Fig. 1: run 1, where the registers sit
Scale bar: 50 µm. Other sequential cells in the stronger gray, the rest of the logic in the fainter gray.
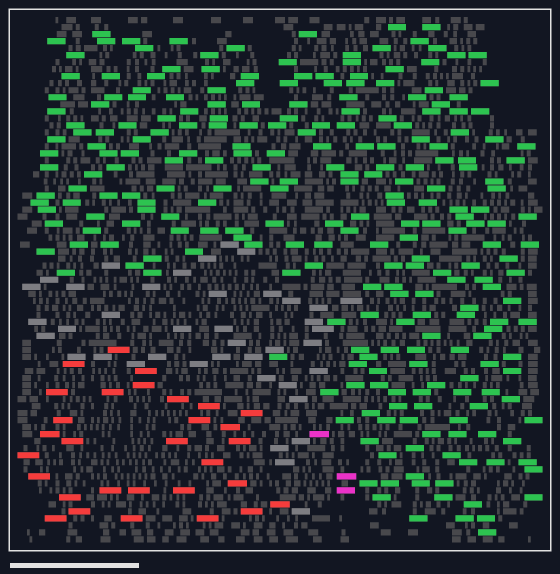
Fig. 2: run 1, nets reached from selected ports
Scale bar: 50 µm.
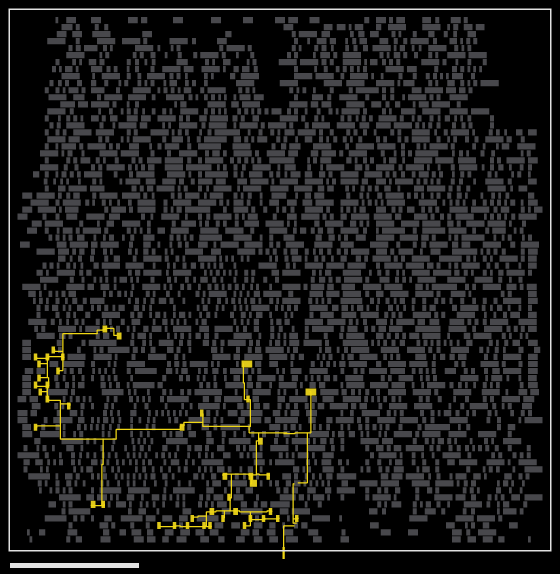
Fig. 3: run 1, clock wiring as the flow saved it
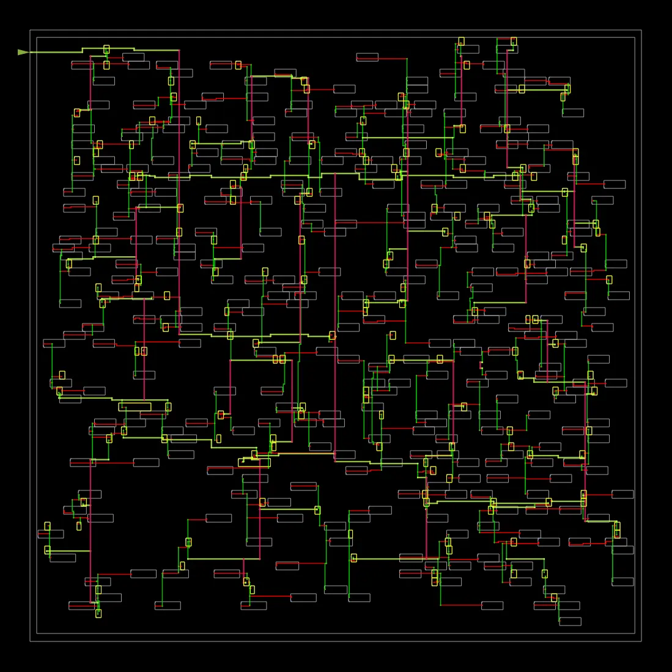
Fig. 4: run 1, metal layers overlaid
Two of the layers only.
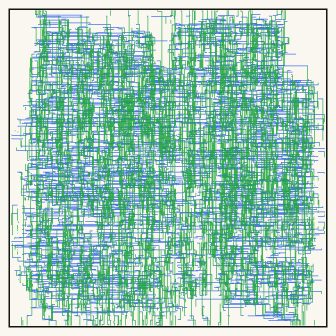
**src/rtl/fetch_pkg.sv**
```systemverilog
// Shared types and defaults for the rv5stage instruction-fetch front end.
package fetch_pkg;

    localparam logic [31:0] RESET_PC_DEFAULT = 32'h8000_0000;

    typedef struct packed {
        logic [31:0] pc;
        logic [31:0] inst;
        logic        error;
    } FetchEntry;

endpackage

```
**src/rtl/fetch_queue.sv**
```systemverilog
// Circular FIFO of fetch entries; head entry is read straight from storage flops,
// so nothing on the write side reaches the outputs in the same cycle.
module fetch_queue
    import fetch_pkg::*;
#(
    parameter type entry_t = FetchEntry,
    parameter int  DEPTH   = 4
) (
    input  logic                       clk,
    input  logic                       rst,
    input  logic                       flush,
    input  logic                       enq_valid,
    input  entry_t                     enq_data,
    input  logic                       deq_ready,
    output logic                       head_valid,
    output entry_t                     head_data,
    output logic [$clog2(DEPTH):0]     count
);

    localparam int PTR_W = $clog2(DEPTH);
    localparam int CNT_W = PTR_W + 1;

    logic [PTR_W-1:0] head_q, head_d;
    logic [PTR_W-1:0] tail_q, tail_d;
    logic [CNT_W-1:0] count_q, count_d;
    entry_t           mem_q [DEPTH];
    entry_t           mem_d [DEPTH];
    logic             deq_s;

    assign deq_s      = deq_ready && (count_q != CNT_W'(0));
    assign head_valid = (count_q != CNT_W'(0));
    assign head_data  = mem_q[head_q];
    assign count      = count_q;

    // Pointer, count and storage next-state; flush wins over enqueue/dequeue.
    always_comb begin
        head_d  = head_q;
        tail_d  = tail_q;
        count_d = count_q;
        mem_d   = mem_q;
        if (flush) begin
            head_d  = PTR_W'(0);
            tail_d  = PTR_W'(0);
            count_d = CNT_W'(0);
        end else begin
            if (enq_valid) begin
                mem_d[tail_q] = enq_data;
                tail_d        = tail_q + PTR_W'(1);
            end else begin
                tail_d = tail_q;
            end
            if (deq_s) begin
                head_d = head_q + PTR_W'(1);
            end else begin
                head_d = head_q;
            end
            case ({enq_valid, deq_s})
                2'b10:   count_d = count_q + CNT_W'(1);
                2'b01:   count_d = count_q - CNT_W'(1);
                default: count_d = count_q;
            endcase
        end
    end

    // Queue state registers.
    always_ff @(posedge clk) begin
        if (rst) begin
            head_q  <= PTR_W'(0);
            tail_q  <= PTR_W'(0);
            count_q <= CNT_W'(0);
            for (int i = 0; i < DEPTH; i++) begin
                mem_q[i] <= '0;
            end
        end else begin
            head_q  <= head_d;
            tail_q  <= tail_d;
            count_q <= count_d;
            mem_q   <= mem_d;
        end
    end

endmodule

```
**src/rtl/fetch_prefetch_unit.sv**
```systemverilog
// Decoupled fetch front end: sequential PC generation, credit-limited in-order
// icache requests, redirect flush with drop-by-count of stale responses.
module fetch_prefetch_unit
    import fetch_pkg::*;
#(
    parameter int              XLEN            = 32,
    parameter logic [XLEN-1:0] RESET_PC        = XLEN'(RESET_PC_DEFAULT),
    parameter int              QUEUE_DEPTH     = 4,
    parameter int              MAX_OUTSTANDING = 2
) (
    input  logic            clk,
    input  logic            rst,
    input  logic            redirect_valid,
    input  logic [XLEN-1:0] redirect_pc,
    output logic            ic_req_valid,
    input  logic            ic_req_ready,
    output logic [XLEN-1:0] ic_req_addr,
    input  logic            ic_resp_valid,
    input  logic [31:0]     ic_resp_inst,
    input  logic            ic_resp_error,
    output logic            out_valid,
    input  logic            out_ready,
    output logic [XLEN-1:0] out_pc,
    output logic [31:0]     out_inst,
    output logic            out_error,
    output logic            busy
);

    localparam int OUT_W = $clog2(MAX_OUTSTANDING + 1);
    localparam int CNT_W = $clog2(QUEUE_DEPTH) + 1;
    localparam int SUM_W = CNT_W + OUT_W;

    typedef struct packed {
        logic [XLEN-1:0] pc;
        logic [31:0]     inst;
        logic            error;
    } entry_t;

    logic [XLEN-1:0]  fetch_pc_q, fetch_pc_d;
    logic [XLEN-1:0]  resp_pc_q, resp_pc_d;
    logic [OUT_W-1:0] outstanding_q, outstanding_d;
    logic [OUT_W-1:0] drop_cnt_q, drop_cnt_d;
    logic             halted_q, halted_d;
    logic             req_hold_q, req_hold_d;

    logic [CNT_W-1:0] q_count_s;
    logic [SUM_W-1:0] credit_s;
    logic             can_issue_s;
    logic             accept_s;
    logic             resp_counted_s;
    logic             enq_s;
    logic [XLEN-1:0]  redirect_aligned_s;
    entry_t           enq_data_s;
    entry_t           head_s;

    // Issue gating. A request already presented and stalled stays up even if a
    // fault halts fetch meanwhile, so the icache never sees it vanish.
    always_comb begin
        credit_s     = SUM_W'(q_count_s) + SUM_W'(outstanding_q) - SUM_W'(drop_cnt_q);
        can_issue_s  = !halted_q
                       && (outstanding_q < OUT_W'(MAX_OUTSTANDING))
                       && (credit_s < SUM_W'(QUEUE_DEPTH));
        ic_req_valid = !rst && !redirect_valid && (req_hold_q || can_issue_s);
        ic_req_addr  = fetch_pc_q;
    end

    assign accept_s           = ic_req_valid && ic_req_ready;
    assign resp_counted_s     = ic_resp_valid && (outstanding_q != OUT_W'(0));
    assign enq_s              = ic_resp_valid && !redirect_valid && (drop_cnt_q == OUT_W'(0));
    assign redirect_aligned_s = {redirect_pc[XLEN-1:2], 2'b00};
    assign enq_data_s         = '{pc: resp_pc_q, inst: ic_resp_inst, error: ic_resp_error};

    // PC, credit, drop and halt next-state.
    always_comb begin
        fetch_pc_d    = fetch_pc_q;
        resp_pc_d     = resp_pc_q;
        drop_cnt_d    = drop_cnt_q;
        halted_d      = halted_q;
        outstanding_d = outstanding_q;
        req_hold_d    = ic_req_valid && !ic_req_ready;

        case ({accept_s, resp_counted_s})
            2'b10:   outstanding_d = outstanding_q + OUT_W'(1);
            2'b01:   outstanding_d = outstanding_q - OUT_W'(1);
            default: outstanding_d = outstanding_q;
        endcase

        if (redirect_valid) begin
            fetch_pc_d = redirect_aligned_s;
            resp_pc_d  = redirect_aligned_s;
            halted_d   = 1'b0;
            drop_cnt_d = resp_counted_s ? (outstanding_q - OUT_W'(1)) : outstanding_q;
        end else begin
            if (accept_s) begin
                fetch_pc_d = fetch_pc_q + XLEN'(4);
            end else begin
                fetch_pc_d = fetch_pc_q;
            end
            if (ic_resp_valid && (drop_cnt_q != OUT_W'(0))) begin
                drop_cnt_d = drop_cnt_q - OUT_W'(1);
            end else if (enq_s) begin
                resp_pc_d = resp_pc_q + XLEN'(4);
                halted_d  = halted_q || ic_resp_error;
            end else begin
                drop_cnt_d = drop_cnt_q;
            end
        end
    end

    // Front-end state registers.
    always_ff @(posedge clk) begin
        if (rst) begin
            fetch_pc_q    <= RESET_PC;
            resp_pc_q     <= RESET_PC;
            outstanding_q <= OUT_W'(0);
            drop_cnt_q    <= OUT_W'(0);
            halted_q      <= 1'b0;
            req_hold_q    <= 1'b0;
        end else begin
            fetch_pc_q    <= fetch_pc_d;
            resp_pc_q     <= resp_pc_d;
            outstanding_q <= outstanding_d;
            drop_cnt_q    <= drop_cnt_d;
            halted_q      <= halted_d;
            req_hold_q    <= req_hold_d;
        end
    end

    fetch_queue #(
        .entry_t (entry_t),
        .DEPTH   (QUEUE_DEPTH)
    ) u_queue (
        .clk        (clk),
        .rst        (rst),
        .flush      (redirect_valid),
        .enq_valid  (enq_s),
        .enq_data   (enq_data_s),
        .deq_ready  (out_ready),
        .head_valid (out_valid),
        .head_data  (head_s),
        .count      (q_count_s)
    );

    assign out_pc    = head_s.pc;
    assign out_inst  = head_s.inst;
    assign out_error = head_s.error;
    assign busy      = (outstanding_q != OUT_W'(0));

endmodule

```
**config.mk**
```make
export PLATFORM = sky130hd
export DESIGN_NAME = fetch_prefetch_unit
export DESIGN_NICKNAME = d
export VERILOG_FILES = /design/src/rtl/fetch_pkg.sv /design/src/rtl/fetch_queue.sv /design/src/rtl/fetch_prefetch_unit.sv
export SDC_FILE = /design/constraint.sdc
export NUM_CORES = 1
export LEC_CHECK = 0
export ABC_AREA = 1
export CAP_MARGIN = 5
export CELL_PAD_IN_SITES_DETAIL_PLACEMENT = 1
export CELL_PAD_IN_SITES_GLOBAL_PLACEMENT = 1
export CORE_MARGIN = 2
export CORE_UTILIZATION = 38
export CTS_BUF_LIST = sky130_fd_sc_hd__clkbuf_2
export CTS_CLUSTER_SIZE = 24
export DETAILED_ROUTE_END_ITERATION = 6
export HOLD_SLACK_MARGIN = 0.15
export PLACE_DENSITY_LB_ADDON = 0.2
export SLEW_MARGIN = 20
export SYNTH_ARGS = -nofsm -noshare
export SYNTH_HDL_FRONTEND = slang
export SYNTH_SLANG_ARGS = --single-unit
export TNS_END_PERCENT = 30
```
**constraint.sdc**
```tcl
create_clock -name clk -period 2.4 [get_ports clk]
set_input_delay 0.72 -clock clk [delete_from_list [all_inputs] [get_ports clk]]
set_output_delay 0.72 -clock clk [all_outputs]
set_load 0.02 [all_outputs]
```
==> report_table.html, run 1 <==
<h2>Implementation results</h2>
<table>
<tr><th>Metric</th><th>Value</th></tr>
<tr><th colspan="2">Run status</th></tr>
<tr><td>Result of the run</td><td>finished, violations left</td></tr>
<tr><td>Violated checks</td><td>negative setup slack</td></tr>
<tr><th colspan="2">Finish</th></tr>
<tr><td>Number of fill cells</td><td>between 5000 and 6000</td></tr>
<tr><td>Fraction of area in multi-input gates</td><td>0.428</td></tr>
<tr><td>Post-route design area</td><td>~22000 µm²</td></tr>
<tr><td>Number of flip-flops under the largest register name</td><td>~250</td></tr>
<tr><td>Fraction of layout instances using a drive strength above 1</td><td>0.260</td></tr>
<tr><td>Diodes inserted</td><td>1</td></tr>
<tr><td>Mi-comb count</td><td>roughly 1700</td></tr>
<tr><td>Final non-clock buffer share</td><td>0.178</td></tr>
<tr><td>Top cells excl fill/tap</td><td>nand2_1, nand3_1, a21oi_1, dfxtp_1, nor2_1</td></tr>
<tr><td>Area taken by multi-input logic gates</td><td>9290 µm²</td></tr>
<tr><td>Largest register by flop count</td><td>u_queue.mem_q</td></tr>
<tr><td>Cell type taking the most area</td><td>logic gates</td></tr>
<tr><td>Most frequently placed logic cell in the final layout</td><td>nand2_1</td></tr>
<tr><td>Post-Layout Cell Count</td><td>around 3200</td></tr>
<tr><td>Clock-cell share of area</td><td>0.0387</td></tr>
<tr><td>Repair and plain buffers</td><td>332</td></tr>
<tr><td>Non-CTS inverters</td><td>roughly 100</td></tr>
<tr><td>Area added between synthesis and finish</td><td>35.4%</td></tr>
<tr><th colspan="2">Logic synthesis</th></tr>
<tr><td>Register bit count reported by yosys</td><td>about 330</td></tr>
<tr><td>Top cells by area in the synthesized netlist</td><td>dfxtp_1, nand2_1, nand3_1</td></tr>
<tr><td>Cell with the most instances after synthesis</td><td>nand2_1</td></tr>
<tr><td>Most used standard cells in the synthesized netlist</td><td>nand2_1, nand3_1, dfxtp_1, a21oi_1, nor2_1</td></tr>
<tr><td>Cell Area, Synth</td><td>16000 µm²</td></tr>
<tr><td>Distinct cell type count of the synthesized netlist</td><td>37</td></tr>
<tr><td>Largest family of logic cells by area</td><td>simple AND/OR/NAND/NOR gates</td></tr>
<tr><td>Commonest register cell after synthesis</td><td>dfxtp_1</td></tr>
<tr><td>Cell count listed in synth_stat.txt</td><td>approximately 2300</td></tr>
<tr><td>XORs/XNORs by Area</td><td>0.0109</td></tr>
<tr><td>Post-synth EDFFs</td><td>0</td></tr>
<tr><td>Sequential element share of the synthesized area</td><td>0.406</td></tr>
<tr><td>MUX area fraction</td><td>0</td></tr>
<tr><td>Compound-Gate Fraction of Synth Area</td><td>0.184</td></tr>
<tr><td>AND/OR/NAND/NOR Cells, Area Fraction</td><td>0.301</td></tr>
<tr><td>Cell taking the most area after synthesis</td><td>dfxtp_1</td></tr>
<tr><td>Synth async-reset ratio</td><td>0</td></tr>
<tr><td>Avg Inst Size Synth</td><td>around 6.8 µm²</td></tr>
<tr><td>Tally of yosys warning messages</td><td>0</td></tr>
<tr><td>Mapped Cells</td><td>about 2300</td></tr>
<tr><td>Chip area line of the yosys report</td><td>roughly 16000 µm²</td></tr>
<tr><td>Adder-cell share of the synthesized area</td><td>0.0134</td></tr>
<tr><td>Share of Yosys cell area claimed by the top area cell type</td><td>0.406</td></tr>
<tr><th colspan="2">Worst setup path</th></tr>
<tr><td>CP Class</td><td>reg -&gt; out</td></tr>
<tr><td>Biggest fanout along the worst timing path</td><td>2</td></tr>
<tr><td>Highest-delay cell along the critical path</td><td>fa_1</td></tr>
<tr><td>Worst path depth</td><td>13</td></tr>
<tr><td>Worst setup endpoint</td><td>ic_req_valid</td></tr>
<tr><td>Launch point of the critical path</td><td>outstanding_q[1]</td></tr>
<tr><td>Cell chain of the critical path</td><td>inv_2 &gt; fa_1 &gt; inv_1 &gt; ha_1 &gt; nand3_1 &gt; nand2_1 &gt; inv_1 &gt; nand2_1 &gt; nand3_2 &gt; nand2_2 &gt; nand2_2 &gt; inv_2 &gt; buf_6</td></tr>
<tr><td>Reg-to-reg endpoint</td><td>outstanding_q[1]</td></tr>
<tr><td>Req. time, crit path</td><td>approximately 1700 ps</td></tr>
<tr><td>Startpoint type of the worst setup path</td><td>flop</td></tr>
<tr><td>Number of cells traversed by the worst register-to-register path</td><td>16</td></tr>
<tr><td>Kind of capture point of the worst setup path</td><td>output pin</td></tr>
<tr><td>Arrival time of data at the critical path endpoint</td><td>2840 ps</td></tr>
<tr><td>Slack of the worst reg-to-reg path</td><td>-70 ps</td></tr>
<tr><td>Largest delay share family, worst path</td><td>adder cells</td></tr>
<tr><td>Launch instance of the worst register-to-register path</td><td>outstanding_q[1]</td></tr>
<tr><th colspan="2">Floorplanning</th></tr>
<tr><td>Count of inserted tapcells</td><td>approximately 540</td></tr>
<tr><td>Number of placed I/O pins</td><td>between 150 and 200</td></tr>
<tr><td>FP Util</td><td>0.383</td></tr>
<tr><td>Chip footprint</td><td>about 44000 µm²</td></tr>
<tr><td>Number of cell rows</td><td>~75</td></tr>
<tr><td>Vertical die dimension</td><td>about 210 µm</td></tr>
<tr><td>Core region area</td><td>approximately 42000 µm²</td></tr>
<tr><th colspan="2">Clocking</th></tr>
<tr><td>CTS Hold Buffers Added</td><td>1</td></tr>
<tr><td>CTS buffer count</td><td>91</td></tr>
<tr><td>Clock slew at reported path FFs</td><td>roughly 110 ps</td></tr>
<tr><td>Clock root buffer</td><td>clkbuf_2</td></tr>
<tr><td>PostCTS Resize Cnt</td><td>slightly above 600</td></tr>
<tr><td>Post-CTS Setup Inserts</td><td>21</td></tr>
<tr><td>Latest clock arrival within the worst-skew pair</td><td>1100 ps</td></tr>
<tr><td>Count of H-tree levels built during CTS</td><td>3</td></tr>
<tr><td>Maximum root-to-sink buffer count</td><td>3</td></tr>
<tr><th colspan="2">Power and ir drop</th></tr>
<tr><td>Clock distribution power</td><td>4.33 mW</td></tr>
<tr><td>Design internal power</td><td>~8.5 mW</td></tr>
<tr><td>Fraction of power spent switching nets</td><td>0.354</td></tr>
<tr><td>Maximum ir drop on the vdd rail</td><td>a little under 300 µV</td></tr>
<tr><td>Power consumed by combinational cells</td><td>2.96 mW</td></tr>
<tr><td>Part of the total power dissipated in the clock network</td><td>0.330</td></tr>
<tr><td>Standby leakage power</td><td>8.14 nW</td></tr>
<tr><td>Psw</td><td>around 4.6 mW</td></tr>
<tr><td>Fraction of power consumed by combinational cells</td><td>0.225</td></tr>
<tr><td>Share of power burned in registers</td><td>0.445</td></tr>
<tr><td>Total power divided by cell area</td><td>about 600 nW/µm²</td></tr>
<tr><td>Top pwr grp</td><td>sequential cells</td></tr>
<tr><td>Power consumption</td><td>~13 mW</td></tr>
<tr><th colspan="2">Global route</th></tr>
<tr><td>First-pass GRT wire length</td><td>between 90 and 100 mm</td></tr>
<tr><td>Global-route track usage on met1</td><td>0.352</td></tr>
<tr><td>Sum of overflow across all layers after global routing</td><td>0</td></tr>
<tr><td>Pin count of the biggest net entering global routing</td><td>159</td></tr>
<tr><td>Met3 GRT Util</td><td>0.0435</td></tr>
<tr><td>Number of antenna violations at the first check in global routing</td><td>1</td></tr>
<tr><td>Most congested layer reported by global routing</td><td>met2</td></tr>
<tr><td>Vias in the first global route</td><td>18143</td></tr>
<tr><td>Met2 usage in global routing</td><td>0.507</td></tr>
<tr><td>Total global-route track usage</td><td>0.284</td></tr>
<tr><th colspan="2">Final timing</th></tr>
<tr><td>Setup repair after global routing missed its margin</td><td>true</td></tr>
<tr><td>Setup TNS</td><td>-44240 ps</td></tr>
<tr><td>Final Max-Slew Violation Tally</td><td>0</td></tr>
<tr><td>Final setup violation count</td><td>about 90</td></tr>
<tr><td>Relative max-transition margin</td><td>0.467</td></tr>
<tr><td>Final tally of hold violations</td><td>0</td></tr>
<tr><td>Worst-Margin Slew</td><td>around 800 ps</td></tr>
<tr><td>Worst setup skew after layout</td><td>between 80 and 90 ps</td></tr>
<tr><td>Final worst hold slack</td><td>between 200 and 300 ps</td></tr>
<tr><td>Final worst-path cycle share</td><td>1.48</td></tr>
<tr><td>Final min period</td><td>roughly 3600 ps</td></tr>
<tr><td>Final setup slack of the worst path</td><td>-1160 ps</td></tr>
<tr><th colspan="2">Detailed routing</th></tr>
<tr><td>Uppermost signal routing layer after detailed routing</td><td>met4</td></tr>
<tr><td>Routed metal-1 wirelength</td><td>about 28 mm</td></tr>
<tr><td>Via count of the routed design</td><td>~18000</td></tr>
<tr><td>Number of violations reported at the end of detailed-routing iteration 0</td><td>1366</td></tr>
<tr><td>Detail-routed net length per standard cell</td><td>about 21 µm</td></tr>
<tr><td>Routed Antenna Nets</td><td>0</td></tr>
<tr><td>Drt via density</td><td>approximately 5.7</td></tr>
<tr><td>Metal2 WL</td><td>between 30 and 40 mm</td></tr>
<tr><td>Wirelength, routed</td><td>66.9 mm</td></tr>
<tr><td>Met3 Routed Length</td><td>around 3.3 mm</td></tr>
<tr><td>First-pass detailed-route iteration total</td><td>5</td></tr>
<tr><td>Post-route DRC violation count</td><td>0</td></tr>
<tr><th colspan="2">Place</th></tr>
<tr><td>Input/output buffers</td><td>approximately 160</td></tr>
<tr><td>Post-DP Area</td><td>about 19000 µm²</td></tr>
<tr><td>Placed instance count</td><td>between 2000 and 3000</td></tr>
<tr><td>Routability congestion estimate from global placement</td><td>between 0.8 and 0.9</td></tr>
<tr><td>Worst setup slack after placement</td><td>-609 ps</td></tr>
<tr><td>DP Wirelength</td><td>38.3 mm</td></tr>
<tr><th colspan="2">Job</th></tr>
<tr><td>Number of warnings in the stage logs</td><td>between 40 and 50</td></tr>
<tr><td>Max-cap viol count</td><td>0</td></tr>
<tr><th colspan="2">Min path</th></tr>
<tr><td>Worst Hold Depth</td><td>6</td></tr>
<tr><td>Min-Delay Path Class</td><td>in -&gt; reg</td></tr>
<tr><td>Endpoint, Worst Hold</td><td>u_queue.tail_q[1]</td></tr>
<tr><td>Startpoint of the worst hold path</td><td>redirect_valid</td></tr>
</table>
Back to the opening pictures, Fig. 1:
[ic_req_addr] red | sequential cells: 30
[u_queue.count] magenta | sequential cells: 3
[u_queue.mem_q] green | sequential cells: 252 | where: widely spread
flip-flop and latch area: 6620 µm²
final cell utilization of the core: 0.519
Seq power: 5.84 mW
sequential portion of the cell area: 0.305

Back to the opening pictures, Fig. 2:
[redirect_valid] yellow | direction: input | edge: south | end cells: 43 | wire: 507 µm

Back to the opening pictures, Fig. 3:
clk sink count: 325
number of clock buffer instances in the layout: 139
count of sequential standard cells: 325

Back to the opening pictures, Fig. 4:
[M2] green | wire length: 33.5 mm
[M1] blue | wire length: 28.1 mm

==> run 2: changes to the inputs <==
ABC_AREA = 0   (was 1)
CORE_UTILIZATION = 39   (was 38)
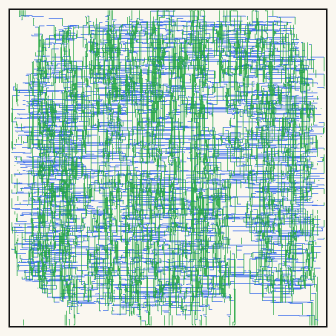
Fig. 5. Metal layers overlaid (run 2).
Two of the layers only.
[M1] blue | wire length: 20.6 mm
[M2] green | wire length: 24.5 mm

==> run 2 against run 1 <==
Against the previous run:
- the flow still finishes with violations (negative setup slack)
- clock power down about 10%
- combinational power down 17%
- setup slack worse by 320 ps
==> report_table.html, run 2 <==
<h2>Implementation results</h2>
<table>
<tr><th>Metric</th><th>Value</th></tr>
<tr><th colspan="2">Run status</th></tr>
<tr><td>Result of the run</td><td>finished, violations left</td></tr>
<tr><td>Violated checks</td><td>negative setup slack</td></tr>
<tr><th colspan="2">Final timing</th></tr>
<tr><td>Final Max-Slew Violation Tally</td><td>0</td></tr>
<tr><td>Final setup slack of the worst path</td><td>-1480 ps</td></tr>
<tr><td>Final setup violation count</td><td>98</td></tr>
<tr><td>Final worst hold slack</td><td>305 ps</td></tr>
<tr><td>Final min period</td><td>3880 ps</td></tr>
<tr><td>Setup TNS</td><td>-59740 ps</td></tr>
<tr><td>Setup repair after global routing missed its margin</td><td>true</td></tr>
<tr><td>Relative max-transition margin</td><td>0.227</td></tr>
<tr><td>Final worst-path cycle share</td><td>1.62</td></tr>
<tr><th colspan="2">Power and ir drop</th></tr>
<tr><td>Fraction of power consumed by combinational cells</td><td>0.202</td></tr>
<tr><td>Part of the total power dissipated in the clock network</td><td>0.321</td></tr>
<tr><td>Psw</td><td>between 3 and 4 mW</td></tr>
<tr><td>Share of power burned in registers</td><td>0.478</td></tr>
<tr><td>Standby leakage power</td><td>around 6.7 nW</td></tr>
<tr><td>Fraction of power spent switching nets</td><td>0.325</td></tr>
<tr><td>Design internal power</td><td>between 8 and 9 mW</td></tr>
<tr><td>Seq power</td><td>5.80 mW</td></tr>
<tr><td>Top pwr grp</td><td>sequential cells</td></tr>
<tr><td>Power consumed by combinational cells</td><td>approximately 2.4 mW</td></tr>
<tr><td>Clock distribution power</td><td>approximately 3.9 mW</td></tr>
<tr><td>Power consumption</td><td>~12 mW</td></tr>
<tr><th colspan="2">Worst setup path</th></tr>
<tr><td>Highest-delay cell along the critical path</td><td>fa_1</td></tr>
<tr><td>Arrival time of data at the critical path endpoint</td><td>3160 ps</td></tr>
<tr><td>Kind of capture point of the worst setup path</td><td>output pin</td></tr>
<tr><td>Worst setup endpoint</td><td>ic_req_valid</td></tr>
<tr><td>Biggest fanout along the worst timing path</td><td>2</td></tr>
<tr><td>Startpoint type of the worst setup path</td><td>flop</td></tr>
<tr><td>Largest delay share family, worst path</td><td>adder cells</td></tr>
<tr><td>Req. time, crit path</td><td>about 1700 ps</td></tr>
<tr><td>Worst path depth</td><td>10</td></tr>
<tr><td>Slack of the worst reg-to-reg path</td><td>-520 ps</td></tr>
<tr><td>Cell chain of the critical path</td><td>inv_2 &gt; fa_1 &gt; inv_1 &gt; ha_1 &gt; and3b_2 &gt; nor4b_4 &gt; nand2b_4 &gt; a21oi_4 &gt; nor2_4 &gt; buf_6</td></tr>
<tr><td>Launch point of the critical path</td><td>u_queue.count[1]</td></tr>
<tr><td>Number of cells traversed by the worst register-to-register path</td><td>11</td></tr>
<tr><td>Reg-to-reg endpoint</td><td>ic_req_addr[4]</td></tr>
<tr><td>Launch instance of the worst register-to-register path</td><td>u_queue.count[1]</td></tr>
<tr><td>CP Class</td><td>reg -&gt; out</td></tr>
<tr><th colspan="2">Logic synthesis</th></tr>
<tr><td>AND/OR/NAND/NOR Cells, Area Fraction</td><td>0.214</td></tr>
<tr><td>Cell count listed in synth_stat.txt</td><td>1710</td></tr>
<tr><td>Distinct cell type count of the synthesized netlist</td><td>just under 60</td></tr>
<tr><td>Tally of yosys warning messages</td><td>0</td></tr>
<tr><td>Adder-cell share of the synthesized area</td><td>0.0150</td></tr>
<tr><td>Compound-Gate Fraction of Synth Area</td><td>0.151</td></tr>
<tr><td>Sequential element share of the synthesized area</td><td>0.452</td></tr>
<tr><td>XORs/XNORs by Area</td><td>0.0177</td></tr>
<tr><td>Top cells by area in the synthesized netlist</td><td>dfxtp_1, nand2_1, a21oi_1</td></tr>
<tr><td>Largest family of logic cells by area</td><td>simple AND/OR/NAND/NOR gates</td></tr>
<tr><td>Avg Inst Size Synth</td><td>between 8 and 9 µm²</td></tr>
<tr><td>Register bit count reported by yosys</td><td>roughly 330</td></tr>
<tr><td>Commonest register cell after synthesis</td><td>dfxtp_1</td></tr>
<tr><td>Post-synth EDFFs</td><td>0</td></tr>
<tr><td>Most used standard cells in the synthesized netlist</td><td>nand2_1, dfxtp_1, a21oi_1, clkbuf_1, mux4_2</td></tr>
<tr><td>Cell Area, Synth</td><td>between 10000 and 15000 µm²</td></tr>
<tr><td>Chip area line of the yosys report</td><td>around 14000 µm²</td></tr>
<tr><td>Mapped Cells</td><td>roughly 1700</td></tr>
<tr><td>Cell with the most instances after synthesis</td><td>nand2_1</td></tr>
<tr><th colspan="2">Finish</th></tr>
<tr><td>Number of flip-flops under the largest register name</td><td>252</td></tr>
<tr><td>Mi-comb count</td><td>1218</td></tr>
<tr><td>Area taken by multi-input logic gates</td><td>around 7300 µm²</td></tr>
<tr><td>Number of fill cells</td><td>approximately 4400</td></tr>
<tr><td>Final cell utilization of the core</td><td>0.508</td></tr>
<tr><td>Cell type taking the most area</td><td>logic gates</td></tr>
<tr><td>Sequential portion of the cell area</td><td>0.356</td></tr>
<tr><td>Post-Layout Cell Count</td><td>2496</td></tr>
<tr><td>Area added between synthesis and finish</td><td>28.6%</td></tr>
<tr><td>Largest register by flop count</td><td>u_queue.mem_q</td></tr>
<tr><td>Count of sequential standard cells</td><td>325</td></tr>
<tr><td>Fraction of area in multi-input gates</td><td>0.396</td></tr>
<tr><td>Fraction of layout instances using a drive strength above 1</td><td>0.252</td></tr>
<tr><td>Number of clock buffer instances in the layout</td><td>roughly 140</td></tr>
<tr><td>Diodes inserted</td><td>1</td></tr>
<tr><td>Final non-clock buffer share</td><td>0.167</td></tr>
<tr><td>Non-CTS inverters</td><td>35</td></tr>
<tr><td>Clock-cell share of area</td><td>0.0421</td></tr>
<tr><td>Repair and plain buffers</td><td>about 290</td></tr>
<tr><td>Top cells excl fill/tap</td><td>nand2_1, dfxtp_1, a21oi_1, clkbuf_2, clkdlybuf4s50_1</td></tr>
<tr><th colspan="2">Clocking</th></tr>
<tr><td>CTS Hold Buffers Added</td><td>0</td></tr>
<tr><td>Clk sink count</td><td>roughly 330</td></tr>
<tr><td>Post-CTS Setup Inserts</td><td>18</td></tr>
<tr><td>Maximum root-to-sink buffer count</td><td>3</td></tr>
<tr><td>PostCTS Resize Cnt</td><td>521</td></tr>
<tr><td>Clock root buffer</td><td>clkbuf_2</td></tr>
<tr><td>Clock slew at reported path FFs</td><td>about 110 ps</td></tr>
<tr><td>Count of H-tree levels built during CTS</td><td>3</td></tr>
<tr><th colspan="2">Floorplanning</th></tr>
<tr><td>Chip footprint</td><td>just under 40000 µm²</td></tr>
<tr><td>Core region area</td><td>36400 µm²</td></tr>
<tr><td>Vertical die dimension</td><td>about 200 µm</td></tr>
<tr><td>FP Util</td><td>0.395</td></tr>
<tr><td>Number of cell rows</td><td>roughly 70</td></tr>
<tr><td>Number of placed I/O pins</td><td>171</td></tr>
<tr><th colspan="2">Detailed routing</th></tr>
<tr><td>Via count of the routed design</td><td>approximately 13000</td></tr>
<tr><td>Post-route DRC violation count</td><td>0</td></tr>
<tr><td>Uppermost signal routing layer after detailed routing</td><td>met4</td></tr>
<tr><td>Wirelength, routed</td><td>approximately 48 mm</td></tr>
<tr><td>Met3 Routed Length</td><td>2.19 mm</td></tr>
<tr><td>Number of violations reported at the end of detailed-routing iteration 0</td><td>just under 500</td></tr>
<tr><td>Drt via density</td><td>roughly 5.4</td></tr>
<tr><td>Detail-routed net length per standard cell</td><td>19.4 µm</td></tr>
<tr><td>Routed metal-1 wirelength</td><td>between 20 and 25 mm</td></tr>
<tr><td>First-pass detailed-route iteration total</td><td>5</td></tr>
<tr><td>Routed Antenna Nets</td><td>0</td></tr>
<tr><th colspan="2">Min path</th></tr>
<tr><td>Endpoint, Worst Hold</td><td>req_hold_q</td></tr>
<tr><td>Min-Delay Path Class</td><td>in -&gt; reg</td></tr>
<tr><td>Worst Hold Depth</td><td>4</td></tr>
<tr><td>Startpoint of the worst hold path</td><td>redirect_valid</td></tr>
<tr><th colspan="2">Place</th></tr>
<tr><td>Input/output buffers</td><td>roughly 160</td></tr>
<tr><td>Worst setup slack after placement</td><td>-1070 ps</td></tr>
<tr><td>Placed instance count</td><td>2302</td></tr>
<tr><td>Routability congestion estimate from global placement</td><td>between 0.8 and 0.9</td></tr>
<tr><td>Post-DP Area</td><td>~17000 µm²</td></tr>
<tr><th colspan="2">Global route</th></tr>
<tr><td>Pin count of the biggest net entering global routing</td><td>roughly 220</td></tr>
<tr><td>Met3 GRT Util</td><td>0.0433</td></tr>
<tr><td>Vias in the first global route</td><td>14365</td></tr>
<tr><td>Global-route track usage on met1</td><td>0.310</td></tr>
<tr><td>Met2 usage in global routing</td><td>0.449</td></tr>
<tr><td>First-pass GRT wire length</td><td>between 70 and 80 mm</td></tr>
<tr><td>Number of antenna violations at the first check in global routing</td><td>1</td></tr>
<tr><td>Total global-route track usage</td><td>0.254</td></tr>
<tr><td>Most congested layer reported by global routing</td><td>met2</td></tr>
<tr><th colspan="2">Job</th></tr>
<tr><td>Max-cap viol count</td><td>0</td></tr>
<tr><td>Number of warnings in the stage logs</td><td>37</td></tr>
</table>
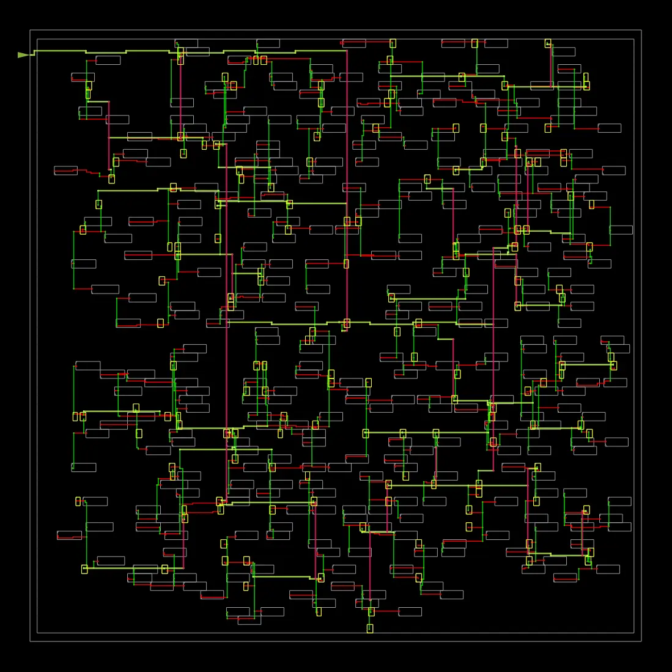
Fig. 6. Clock wiring as the flow saved it (run 2).
worst setup skew after layout: 56.6 ps
latest clock arrival within the worst-skew pair: 950 ps
CTS buffer count: 89

==> run 3: changes to the inputs <==
CTS_CLUSTER_DIAMETER = 30   (was unset)
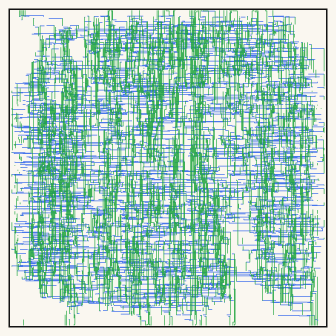
Fig. 7. Metal layers overlaid (run 3).
Two of the layers only.
[M1] blue | wire length: 20.6 mm
[M2] green | wire length: 24.7 mm

==> run 3 against run 2 <==
Against the previous run:
- final cell count down 0.44%
- setup slack worse by 1.5 ps
- hold slack better by 23 ps
- non-clock buffer count down 1
- die area stayed put
- largest cell class unchanged
- clock skew grew 3.2 ps
- area after synthesis is the same
- the run still ends with negative setup slack left
- first-iteration DRC count rose by 23%
- clock-buffer cell count is 38 lower
- sequential cell count unchanged
- global-route usage rose by 0.19 points
==> report_table.html, run 3 <==
<h2>Implementation results</h2>
<table>
<tr><th>Metric</th><th>Value</th></tr>
<tr><th colspan="2">Run status</th></tr>
<tr><td>Result of the run</td><td>finished, violations left</td></tr>
<tr><td>Violated checks</td><td>negative setup slack</td></tr>
<tr><th colspan="2">Power and ir drop</th></tr>
<tr><td>Seq power</td><td>a little under 6 mW</td></tr>
<tr><td>Fraction of power consumed by combinational cells</td><td>0.179</td></tr>
<tr><td>Psw</td><td>~4.2 mW</td></tr>
<tr><td>Standby leakage power</td><td>between 6 and 7 nW</td></tr>
<tr><td>Clock distribution power</td><td>between 5 and 6 mW</td></tr>
<tr><td>Total power divided by cell area</td><td>slightly above 700 nW/µm²</td></tr>
<tr><td>Part of the total power dissipated in the clock network</td><td>0.397</td></tr>
<tr><td>Top pwr grp</td><td>sequential cells</td></tr>
<tr><td>Fraction of power spent switching nets</td><td>0.304</td></tr>
<tr><td>Design internal power</td><td>9.53 mW</td></tr>
<tr><td>Power consumed by combinational cells</td><td>between 2 and 2.5 mW</td></tr>
<tr><td>Share of power burned in registers</td><td>0.423</td></tr>
<tr><th colspan="2">Final timing</th></tr>
<tr><td>Final tally of hold violations</td><td>0</td></tr>
<tr><td>Final setup slack of the worst path</td><td>-1480 ps</td></tr>
<tr><td>Setup TNS</td><td>-58930 ps</td></tr>
<tr><td>Final min period</td><td>between 3000 and 4000 ps</td></tr>
<tr><td>Final setup violation count</td><td>slightly below 100</td></tr>
<tr><td>Worst-Margin Slew</td><td>between 1000 and 1500 ps</td></tr>
<tr><td>Final Max-Slew Violation Tally</td><td>0</td></tr>
<tr><td>Worst setup skew after layout</td><td>59.8 ps</td></tr>
<tr><td>Relative max-transition margin</td><td>0.239</td></tr>
<tr><td>Final worst-path cycle share</td><td>1.62</td></tr>
<tr><td>Final worst hold slack</td><td>roughly 330 ps</td></tr>
<tr><th colspan="2">Floorplanning</th></tr>
<tr><td>Number of placed I/O pins</td><td>about 170</td></tr>
<tr><td>Number of cell rows</td><td>70</td></tr>
<tr><td>Chip footprint</td><td>between 30000 and 40000 µm²</td></tr>
<tr><td>FP Util</td><td>0.395</td></tr>
<tr><th colspan="2">Worst setup path</th></tr>
<tr><td>Largest delay share family, worst path</td><td>adder cells</td></tr>
<tr><td>Number of cells traversed by the worst register-to-register path</td><td>11</td></tr>
<tr><td>Cell chain of the critical path</td><td>inv_2 &gt; fa_1 &gt; inv_1 &gt; ha_1 &gt; and3b_2 &gt; buf_4 &gt; o21ai_2 &gt; nand2b_4 &gt; a21oi_4 &gt; nor2_4 &gt; buf_6</td></tr>
<tr><td>Req. time, crit path</td><td>around 1700 ps</td></tr>
<tr><td>CP Class</td><td>reg -&gt; out</td></tr>
<tr><td>Reg-to-reg endpoint</td><td>ic_req_addr[4]</td></tr>
<tr><td>Highest-delay cell along the critical path</td><td>fa_1</td></tr>
<tr><td>Worst path depth</td><td>11</td></tr>
<tr><td>Kind of capture point of the worst setup path</td><td>output pin</td></tr>
<tr><td>Startpoint type of the worst setup path</td><td>flop</td></tr>
<tr><td>Launch instance of the worst register-to-register path</td><td>u_queue.count[1]</td></tr>
<tr><td>Arrival time of data at the critical path endpoint</td><td>~3200 ps</td></tr>
<tr><td>Worst setup endpoint</td><td>ic_req_valid</td></tr>
<tr><th colspan="2">Finish</th></tr>
<tr><td>Clock-cell share of area</td><td>0.0607</td></tr>
<tr><td>Diodes inserted</td><td>1</td></tr>
<tr><td>Repair and plain buffers</td><td>approximately 290</td></tr>
<tr><td>Mi-comb count</td><td>1218</td></tr>
<tr><td>Non-CTS inverters</td><td>35</td></tr>
<tr><td>Sequential portion of the cell area</td><td>0.349</td></tr>
<tr><td>Largest register by flop count</td><td>u_queue.mem_q</td></tr>
<tr><td>Number of fill cells</td><td>between 4000 and 5000</td></tr>
<tr><td>Area added between synthesis and finish</td><td>31.3%</td></tr>
<tr><td>Post-route design area</td><td>approximately 19000 µm²</td></tr>
<tr><td>Final non-clock buffer share</td><td>0.164</td></tr>
<tr><td>Number of flip-flops under the largest register name</td><td>between 200 and 300</td></tr>
<tr><td>Fraction of layout instances using a drive strength above 1</td><td>0.253</td></tr>
<tr><td>Cell type taking the most area</td><td>logic gates</td></tr>
<tr><td>Flip-flop and latch area</td><td>6600 µm²</td></tr>
<tr><td>Final cell utilization of the core</td><td>0.518</td></tr>
<tr><td>Top cells excl fill/tap</td><td>nand2_1, dfxtp_1, a21oi_1, clkbuf_2, clkdlybuf4s50_1</td></tr>
<tr><td>Post-Layout Cell Count</td><td>between 2000 and 2500</td></tr>
<tr><th colspan="2">Place</th></tr>
<tr><td>DP Wirelength</td><td>29.8 mm</td></tr>
<tr><td>Worst setup slack after placement</td><td>-1070 ps</td></tr>
<tr><td>Placed instance count</td><td>about 2300</td></tr>
<tr><td>Routability congestion estimate from global placement</td><td>between 0.8 and 0.9</td></tr>
<tr><td>Post-DP Area</td><td>about 17000 µm²</td></tr>
<tr><th colspan="2">Clocking</th></tr>
<tr><td>Count of H-tree levels built during CTS</td><td>3</td></tr>
<tr><td>CTS Hold Buffers Added</td><td>0</td></tr>
<tr><td>Clock root buffer</td><td>clkbuf_2</td></tr>
<tr><td>PostCTS Resize Cnt</td><td>about 520</td></tr>
<tr><td>Clock slew at reported path FFs</td><td>about 130 ps</td></tr>
<tr><td>Post-CTS Setup Inserts</td><td>18</td></tr>
<tr><th colspan="2">Global route</th></tr>
<tr><td>Sum of overflow across all layers after global routing</td><td>0</td></tr>
<tr><td>Met2 usage in global routing</td><td>0.452</td></tr>
<tr><td>Number of antenna violations at the first check in global routing</td><td>1</td></tr>
<tr><td>Pin count of the biggest net entering global routing</td><td>about 220</td></tr>
<tr><td>Most congested layer reported by global routing</td><td>met2</td></tr>
<tr><td>Vias in the first global route</td><td>about 14000</td></tr>
<tr><th colspan="2">Job</th></tr>
<tr><td>Number of warnings in the stage logs</td><td>37</td></tr>
<tr><td>Max-cap viol count</td><td>0</td></tr>
<tr><th colspan="2">Logic synthesis</th></tr>
<tr><td>Post-synth EDFFs</td><td>0</td></tr>
<tr><td>Commonest register cell after synthesis</td><td>dfxtp_1</td></tr>
<tr><td>Register bit count reported by yosys</td><td>325</td></tr>
<tr><td>Tally of yosys warning messages</td><td>0</td></tr>
<tr><td>Cell Area, Synth</td><td>14400 µm²</td></tr>
<tr><td>Cell with the most instances after synthesis</td><td>nand2_1</td></tr>
<tr><td>Distinct cell type count of the synthesized netlist</td><td>around 58</td></tr>
<tr><td>Avg Inst Size Synth</td><td>roughly 8.4 µm²</td></tr>
<tr><td>Most used standard cells in the synthesized netlist</td><td>nand2_1, dfxtp_1, a21oi_1, clkbuf_1, mux4_2</td></tr>
<tr><td>Top cells by area in the synthesized netlist</td><td>dfxtp_1, nand2_1, a21oi_1</td></tr>
<tr><td>Share of Yosys cell area claimed by the top area cell type</td><td>0.452</td></tr>
<tr><td>Sequential element share of the synthesized area</td><td>0.452</td></tr>
<tr><td>Chip area line of the yosys report</td><td>14400 µm²</td></tr>
<tr><td>Cell taking the most area after synthesis</td><td>dfxtp_1</td></tr>
<tr><td>Largest family of logic cells by area</td><td>simple AND/OR/NAND/NOR gates</td></tr>
<tr><td>Cell count listed in synth_stat.txt</td><td>between 1500 and 2000</td></tr>
<tr><td>XORs/XNORs by Area</td><td>0.0177</td></tr>
<tr><td>MUX area fraction</td><td>0.0993</td></tr>
<tr><td>AND/OR/NAND/NOR Cells, Area Fraction</td><td>0.214</td></tr>
<tr><th colspan="2">Detailed routing</th></tr>
<tr><td>First-pass detailed-route iteration total</td><td>4</td></tr>
<tr><td>Detail-routed net length per standard cell</td><td>a little under 20 µm</td></tr>
<tr><td>Met3 Routed Length</td><td>between 2 and 2.5 mm</td></tr>
<tr><td>Routed Antenna Nets</td><td>0</td></tr>
<tr><td>Metal2 WL</td><td>24.7 mm</td></tr>
<tr><td>Uppermost signal routing layer after detailed routing</td><td>met4</td></tr>
<tr><td>Wirelength, routed</td><td>around 49 mm</td></tr>
<tr><td>Routed metal-1 wirelength</td><td>approximately 21 mm</td></tr>
<tr><td>Post-route DRC violation count</td><td>0</td></tr>
<tr><td>Number of violations reported at the end of detailed-routing iteration 0</td><td>about 600</td></tr>
<tr><td>Via count of the routed design</td><td>13491</td></tr>
<tr><th colspan="2">Min path</th></tr>
<tr><td>Startpoint of the worst hold path</td><td>redirect_valid</td></tr>
<tr><td>Endpoint, Worst Hold</td><td>req_hold_q</td></tr>
<tr><td>Worst Hold Depth</td><td>4</td></tr>
<tr><td>Min-Delay Path Class</td><td>in -&gt; reg</td></tr>
</table>
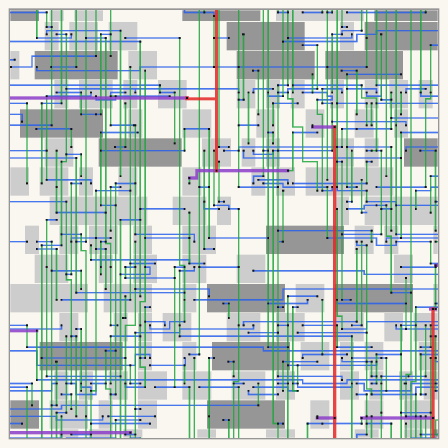
Fig. 8. Zoomed window (run 3).
Region (29, 127) to (69, 167) µm. Cells in gray, sequential cells in the stronger gray; small squares are vias.
[M3] purple
[M1] blue
[M2] green
[M4] red
cells with their middle in the window: 102
sequential cells in the window: 13
netlist names of flops here include: u_queue.mem_q (6), resp_pc_q (3), outstanding_q (2)
most frequent: nand2_1 (17), buf_4 (11)

Power and IR drop assume default switching activity.
